detail.png
Scale bar: 20 microns. Window x 32 to 82, y 55 to 105 microns. Cells in gray, sequential cells in the stronger gray; small squares are vias.
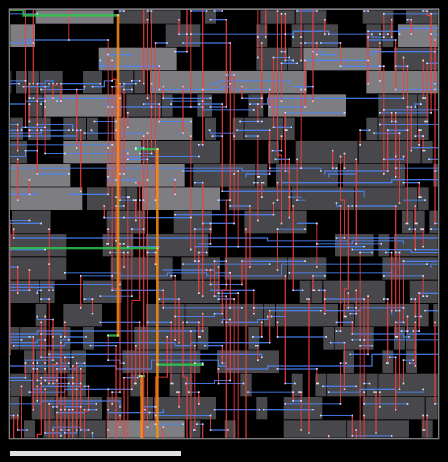
clocks.png
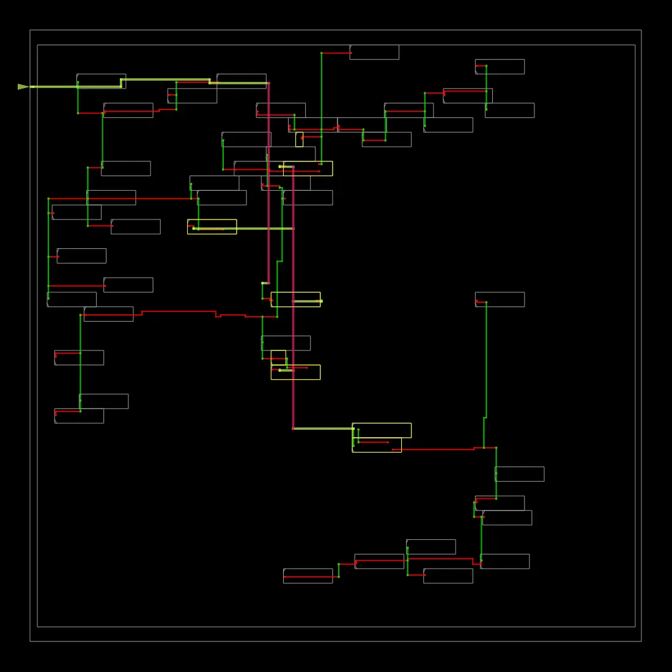
io_placement.png
Scale bar: 20 microns. Pins as bars across the die edge, other pins in gray.
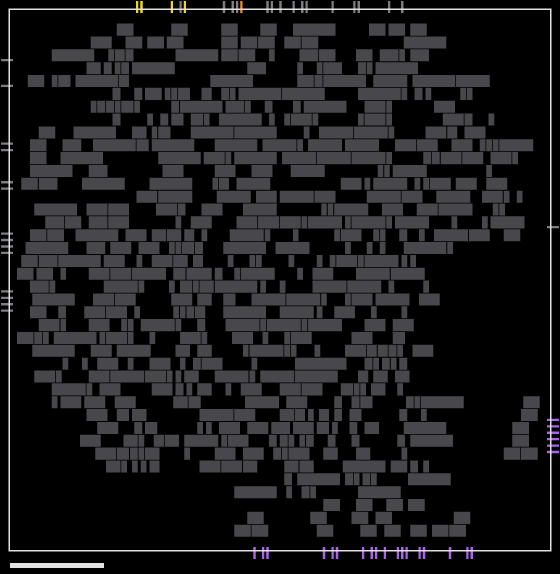
flops_by_reg.png
Scale bar: 20 microns. Other sequential cells in the stronger gray, the rest of the logic in the fainter gray.
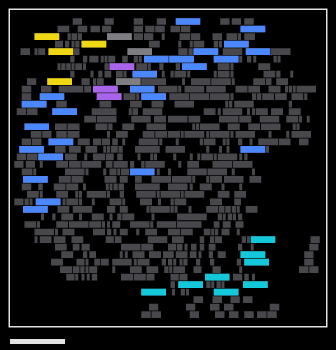
===== config.mk =====
export PLATFORM = sky130hd
export DESIGN_NAME = rgb_to_gray
export DESIGN_NICKNAME = d
export VERILOG_FILES = /design/src/rtl/img_pkg.sv /design/src/rtl/gray_mean_div.sv /design/src/rtl/rgb_to_gray.sv
export SDC_FILE = /design/constraint.sdc
export NUM_CORES = 1
export LEC_CHECK = 0
export CAP_MARGIN = 20
export CORE_UTILIZATION = 40
export CTS_CLUSTER_SIZE = 14
export DETAILED_ROUTE_END_ITERATION = 16
export SLEW_MARGIN = 20
export SYNTH_ARGS = -nofsm -noshare
export SYNTH_HDL_FRONTEND = slang
export SYNTH_HIERARCHICAL = 1
export SYNTH_SLANG_ARGS = --single-unit

===== constraint.sdc =====
create_clock -name clk -period 7.4 [get_ports clk]
set_input_delay 1.48 -clock clk [delete_from_list [all_inputs] [get_ports clk]]
set_output_delay 1.48 -clock clk [all_outputs]
set_load 0.05 [all_outputs]

===== src/rtl/img_pkg.sv =====
// Shared constants, state encoding and luma helper for the image pipeline.
// The MEAN state exists only when GRAY_MEAN_EN is defined.
package img_pkg;

  localparam int PIX_W = 24;
  localparam int R_LSB = 16;
  localparam int G_LSB = 8;
  localparam int B_LSB = 0;

  localparam int COEF_R   = 77;
  localparam int COEF_G   = 150;
  localparam int COEF_B   = 29;
  localparam int LUMA_RND = 128;

  typedef enum logic [2:0] {
    ST_IDLE = 3'd0,
    ST_RD   = 3'd1,
    ST_WAIT = 3'd2,
    ST_CALC = 3'd3,
    ST_WR   = 3'd4,
    ST_DONE = 3'd5
`ifdef GRAY_MEAN_EN
    ,
    ST_MEAN = 3'd6
`endif
  } state_e;

  // Coefficients sum to 256, so the rounded 16-bit sum never exceeds 65408.
  function automatic logic [7:0] luma(input logic [7:0] r, input logic [7:0] g,
                                      input logic [7:0] b);
    logic [15:0] acc;
    acc = 16'(COEF_R) * 16'(r) + 16'(COEF_G) * 16'(g) + 16'(COEF_B) * 16'(b)
        + 16'(LUMA_RND);
    return 8'(acc >> 8);
  endfunction

endpackage


===== src/rtl/gray_mean_div.sv =====
// Sequential unsigned restoring divider, one quotient bit per cycle.
// Used only by the GRAY_MEAN_EN build of rgb_to_gray.
module gray_mean_div #(
  parameter int W = 12
) (
  input  logic         clk,
  input  logic         reset,
  input  logic         start,
  input  logic [W-1:0] dividend,
  input  logic [W-1:0] divisor,
  output logic         busy,
  output logic         done,
  output logic [W-1:0] quotient
);

  localparam int CNT_W = $clog2(W + 1);

  logic [W-1:0]     rem_q, rem_d;
  logic [W-1:0]     quo_q, quo_d;
  logic [CNT_W-1:0] cnt_q, cnt_d;
  logic             busy_q, busy_d;
  logic             done_q, done_d;
  logic [W:0]       shifted;

  // quo_q doubles as the dividend shift register while the quotient fills in.
  always_comb begin
    rem_d   = rem_q;
    quo_d   = quo_q;
    cnt_d   = cnt_q;
    busy_d  = busy_q;
    done_d  = 1'b0;
    shifted = {rem_q, quo_q[W-1]};
    if (busy_q) begin
      if (shifted >= {1'b0, divisor}) begin
        rem_d = shifted[W-1:0] - divisor;
        quo_d = {quo_q[W-2:0], 1'b1};
      end else begin
        rem_d = shifted[W-1:0];
        quo_d = {quo_q[W-2:0], 1'b0};
      end
      cnt_d = cnt_q - CNT_W'(1);
      if (cnt_q == CNT_W'(1)) begin
        busy_d = 1'b0;
        done_d = 1'b1;
      end
    end else if (start) begin
      rem_d  = '0;
      quo_d  = dividend;
      cnt_d  = CNT_W'(W);
      busy_d = 1'b1;
    end
  end

  always_ff @(posedge clk or posedge reset) begin
    if (reset) begin
      rem_q  <= '0;
      quo_q  <= '0;
      cnt_q  <= '0;
      busy_q <= 1'b0;
      done_q <= 1'b0;
    end else begin
      rem_q  <= rem_d;
      quo_q  <= quo_d;
      cnt_q  <= cnt_d;
      busy_q <= busy_d;
      done_q <= done_d;
    end
  end

  assign busy     = busy_q;
  assign done     = done_q;
  assign quotient = quo_q;

endmodule


===== src/rtl/rgb_to_gray.sv =====
// Reads RGB888 pixels, writes {Y,Y,Y} back in place; GRAY_MEAN_EN adds a
// frame-mean output (mean_gray) computed after the last write.
//
// state | meaning
// IDLE  | waiting for the first start
// RD    | read strobe for addr_pixel
// WAIT  | waiting for pixel_val, latch RGB
// CALC  | register luma
// WR    | write strobe with {Y,Y,Y}
// MEAN  | dividing the luma sum by the pixel count (GRAY_MEAN_EN only)
// DONE  | frame complete, waiting for the next start
module rgb_to_gray
  import img_pkg::*;
#(
  parameter  int V_SIZE   = 4,
  parameter  int H_SIZE   = 4,
  localparam int IMG_SIZE = V_SIZE * H_SIZE,
  localparam int ADDR_W   = (IMG_SIZE > 1) ? $clog2(IMG_SIZE) : 1
) (
  input  logic              clk,
  input  logic              reset,
  input  logic              start,
  output logic              rd_pixel,
  output logic [ADDR_W-1:0] addr_pixel,
  input  logic              pixel_val,
  input  logic [PIX_W-1:0]  pixel_in,
  output logic              wr_pixel,
  output logic [PIX_W-1:0]  pixel_out,
  output logic              done
`ifdef GRAY_MEAN_EN
  ,
  output logic [PIX_W-1:0]  mean_gray
`endif
);

  localparam logic [ADDR_W-1:0] LAST_ADDR = ADDR_W'(IMG_SIZE - 1);

  state_e            state_q, state_d;
  logic [ADDR_W-1:0] addr_q, addr_d;
  logic [PIX_W-1:0]  rgb_q, rgb_d;
  logic [7:0]        y_q, y_d;
  logic              rd_q, rd_d;
  logic              wr_q, wr_d;
  logic              done_q, done_d;

`ifdef GRAY_MEAN_EN
  localparam int SUM_W = ADDR_W + 8;

  logic [SUM_W-1:0] sum_q, sum_d;
  logic [PIX_W-1:0] mean_q, mean_d;
  logic             div_start;
  logic             div_busy;
  logic             div_done;
  logic [SUM_W-1:0] div_quot;
  logic             div_unused;

  gray_mean_div #(
    .W(SUM_W)
  ) u_div (
    .clk     (clk),
    .reset   (reset),
    .start   (div_start),
    .dividend(sum_q),
    .divisor (SUM_W'(IMG_SIZE)),
    .busy    (div_busy),
    .done    (div_done),
    .quotient(div_quot)
  );

  // The mean of 8-bit values fits in 8 bits; the upper quotient bits stay zero.
  assign div_unused = ^{div_busy, div_quot[SUM_W-1:8]};
`endif

  always_comb begin
    state_d = state_q;
    addr_d  = addr_q;
    rgb_d   = rgb_q;
    y_d     = y_q;
`ifdef GRAY_MEAN_EN
    sum_d     = sum_q;
    mean_d    = mean_q;
    div_start = 1'b0;
`endif
    case (state_q)
      ST_IDLE, ST_DONE: begin
        if (start) begin
          addr_d  = '0;
          state_d = ST_RD;
`ifdef GRAY_MEAN_EN
          sum_d = '0;
`endif
        end
      end
      ST_RD: state_d = ST_WAIT;
      ST_WAIT: begin
        if (pixel_val) begin
          rgb_d   = pixel_in;
          state_d = ST_CALC;
        end
      end
      ST_CALC: begin
        y_d     = luma(rgb_q[R_LSB +: 8], rgb_q[G_LSB +: 8], rgb_q[B_LSB +: 8]);
        state_d = ST_WR;
`ifdef GRAY_MEAN_EN
        sum_d = sum_q + SUM_W'(y_d);
`endif
      end
      ST_WR: begin
        if (addr_q == LAST_ADDR) begin
          addr_d = '0;
`ifdef GRAY_MEAN_EN
          div_start = 1'b1;
          state_d   = ST_MEAN;
`else
          state_d = ST_DONE;
`endif
        end else begin
          addr_d  = addr_q + ADDR_W'(1);
          state_d = ST_RD;
        end
      end
`ifdef GRAY_MEAN_EN
      ST_MEAN: begin
        if (div_done) begin
          mean_d  = {3{div_quot[7:0]}};
          state_d = ST_DONE;
        end
      end
`endif
      default: state_d = ST_IDLE;
    endcase

    // Strobes are registered from the next state so they align with it.
    rd_d   = (state_d == ST_RD);
    wr_d   = (state_d == ST_WR);
    done_d = (state_d == ST_DONE);
  end

  always_ff @(posedge clk or posedge reset) begin
    if (reset) begin
      state_q <= ST_IDLE;
      addr_q  <= '0;
      rgb_q   <= '0;
      y_q     <= '0;
      rd_q    <= 1'b0;
      wr_q    <= 1'b0;
      done_q  <= 1'b0;
    end else begin
      state_q <= state_d;
      addr_q  <= addr_d;
      rgb_q   <= rgb_d;
      y_q     <= y_d;
      rd_q    <= rd_d;
      wr_q    <= wr_d;
      done_q  <= done_d;
    end
  end

`ifdef GRAY_MEAN_EN
  always_ff @(posedge clk or posedge reset) begin
    if (reset) begin
      sum_q  <= '0;
      mean_q <= '0;
    end else begin
      sum_q  <= sum_d;
      mean_q <= mean_d;
    end
  end

  assign mean_gray = mean_q;
`endif

  assign rd_pixel   = rd_q;
  assign wr_pixel   = wr_q;
  assign addr_pixel = addr_q;
  assign pixel_out  = {3{y_q}};
  assign done       = done_q;

endmodule

==> deck_impl_summary.md <==
Synthesis and Place & Route Summary

Placed design
  • Post-DP HPWL: 7996 microns
  • Setup slack at placement: 0.5478 ns
  • Placed Cells incl. Taps: 709
  • Placement Cell Area: 5712 sq um

Final timing
  • Slew at the pin closest to its max-slew limit: 0.7904 ns
  • Setup clock skew after layout: 0.003030 ns
  • Rel. slew slack: 0.4723
  • Setup repair after global routing missed its margin: false
  • Achievable clock frequency: 0.1451 GHz
  • Total Negative Setup Slacks: 0 ns
  • Count of final setup violators: 0
  • Final-report max-slew violation count: 0
  • Worst Slack Setup Final: 0.5099 ns

Run
  • Count of tool warnings: 27
  • Maxcap violations: 0

Worst setup path
  • Cell type with the highest occurrence count on the critical path: sky130_fd_sc_hd__ha_1
  • Slack of the worst reg-to-reg path: 0.51 ns
  • Worst flop-to-flop path endpoint: y_q[7]$_DFFE_PP0N_
  • Longest individual stage delay on the worst path: 0.51 ns
  • Family of cells with the greatest summed delay on the critical path: adder cells
  • Worst Path Class, Setup: reg2reg
  • Data arrival, critical path: 7.03 ns
  • Crit-path max FO: 5
  • Slowest library cell on the worst path: sky130_fd_sc_hd__fa_1
  • Type of destination of the critical path: flop
  • Number of stages on the worst setup path: 24
  • CP cell instances: ha_1 -> ha_1 -> inv_1 -> fa_1 -> fa_1 -> inv_1 -> ha_1 -> nor2b_1 -> a311oi_2 -> xnor2_1 -> ha_1 -> fa_1 -> inv_1 -> fa_1 -> inv_1 -> fa_1 -> ha_1 -> ha_1 -> nand4_1 -> nor3b_1 -> o21ai_0 -> o211ai_2 -> xor2_1 -> o21ai_1

Logic synthesis
  • Number of cell instances after yosys synthesis: 504
  • Most used DFF post-synth: sky130_fd_sc_hd__dfrtp_1
  • Synth cell types: 46
  • Synthesis Warnings: 6
  • Yosys reg bits: 42
  • YS chip area: 5046 sq um
  • Adder-cell area share of the yosys netlist: 0.4562
  • Top-count cell post-synth: sky130_fd_sc_hd__inv_1
  • XORs/XNORs by Area: 0.03298
  • Area fraction in and, or, nand and nor cells after synthesis: 0.06620
  • Cell type with the highest aggregate area in the netlist: sky130_fd_sc_hd__ha_1
  • Synth Area in Compound Gates: 0.09125
  • Area share, top type: 0.2380
  • Net count after synthesis: 683
  • Post-synthesis instance total: 504

GRT
  • Met3 GRT Util: 0.01959
  • Wire length of the first global-routing pass: 16010 microns
  • Total GRT Usage: 0.1574
  • Vias in the first global route: 3487
  • Largest net degree at the start of global routing: 43
  • Global-route met1 utilization: 0.2017
  • Final global-route overflow total: 0

Final layout
  • Summed area of non-filler cells in the final layout: 5878 sq um
  • Cell class ranked first by area: logic gates
  • Non-clock inverters: 109
  • Non-clock buffer count in the final layout: 60
  • Number of antenna diodes: 0
  • Top Layout Cells: sky130_fd_sc_hd__inv_1 (107), sky130_fd_sc_hd__ha_1 (96), sky130_fd_sc_hd__clkdlybuf4s50_1 (58)
  • Max reg flops: 24
  • Top cell excl fill/tap: sky130_fd_sc_hd__inv_1
  • Clock buffers and inverters, area share: 0.02831
  • Count of filler cells inserted in the layout: 1177
  • Number of standard cells in the layout, taps in and fillers out: 717
  • Layout cells sized above 1: 0.03643
  • Multi-input combinational cell count: 330
  • Clock Buffer Count: 6
  • Combinational share of cell area: 0.5862
  • Signed area change from the synthesized netlist to the final layout: 16.49%

Route
  • First-pass iteration count of the detailed router: 4
  • Detailed-route vias per instance: 4.728
  • Routed met2 length: 4706 microns
  • Post-route DRC violation count: 0
  • Top routing layer used: met4
  • Via count: 3390
  • Final WL: 9257 microns
  • Number of design-rule violations left by the first detailed-router iteration: 103
  • Number of nets still failing antenna checks after routing: 0
  • Drt wl/cell: 12.91 microns

Clock tree
  • Maximum buffer depth of the clock tree: 2
  • Cts bufs inserted: 5
  • Clock tree sinks: 42
  • Number of cells upsized or downsized after cts: 0
  • Clock H-tree levels: 2
  • Clock network latency to the later pin of the worst-skew pair: 0.29 ns
  • Post-CTS Setup Inserts: 0
  • Cell at the root of the clock tree: sky130_fd_sc_hd__clkbuf_16
  • # hold bufs at CTS: 0

Min path
  • End point of the worst hold path: addr_pixel[3]$_DFFE_PP0P_
  • Origin of the worst min-delay path: addr_pixel[3]$_DFFE_PP0P_
  • Worst Hold Path Cells: 1

Run status
  • Run status: complete, no violations

Die
  • Area inside the core boundary: 12160 sq um
  • Well-Tap Cells: 168
  • Total die size: 13070 sq um
  • Placement row count: 40
-- detail.png (at the start) --
color	layer
green	metal 3
red	metal 2
blue	metal 1
orange	metal 4
sequential cells in the window	16
cells with their middle in the window	157
netlist names of flops here include	rgb_q (10), state_q (3)
most frequent	inv_1 (44), fa_1 (27), ha_1 (21)

-- clocks.png (at the start) --
total number of sequential cells: 42

-- io_placement.png (at the start) --
color	port	pins	direction	edge
purple	pixel_out	24	output	18 bottom, 6 right
orange	rd_pixel	1	output	top
yellow	addr_pixel	4	output	top
IO buf count: 58
width of the die: 114.3 microns
vertical extent of the die: 114.3 microns

-- flops_by_reg.png (at the start) --
color	name in the netlist	sequential cells
blue	rgb_q	24
cyan	y_q	8
purple	state_q	3
yellow	addr_pixel	4
not colored	3
FF/Latch Area: 1051 sq um
sequential fraction of total cell area: 0.1788

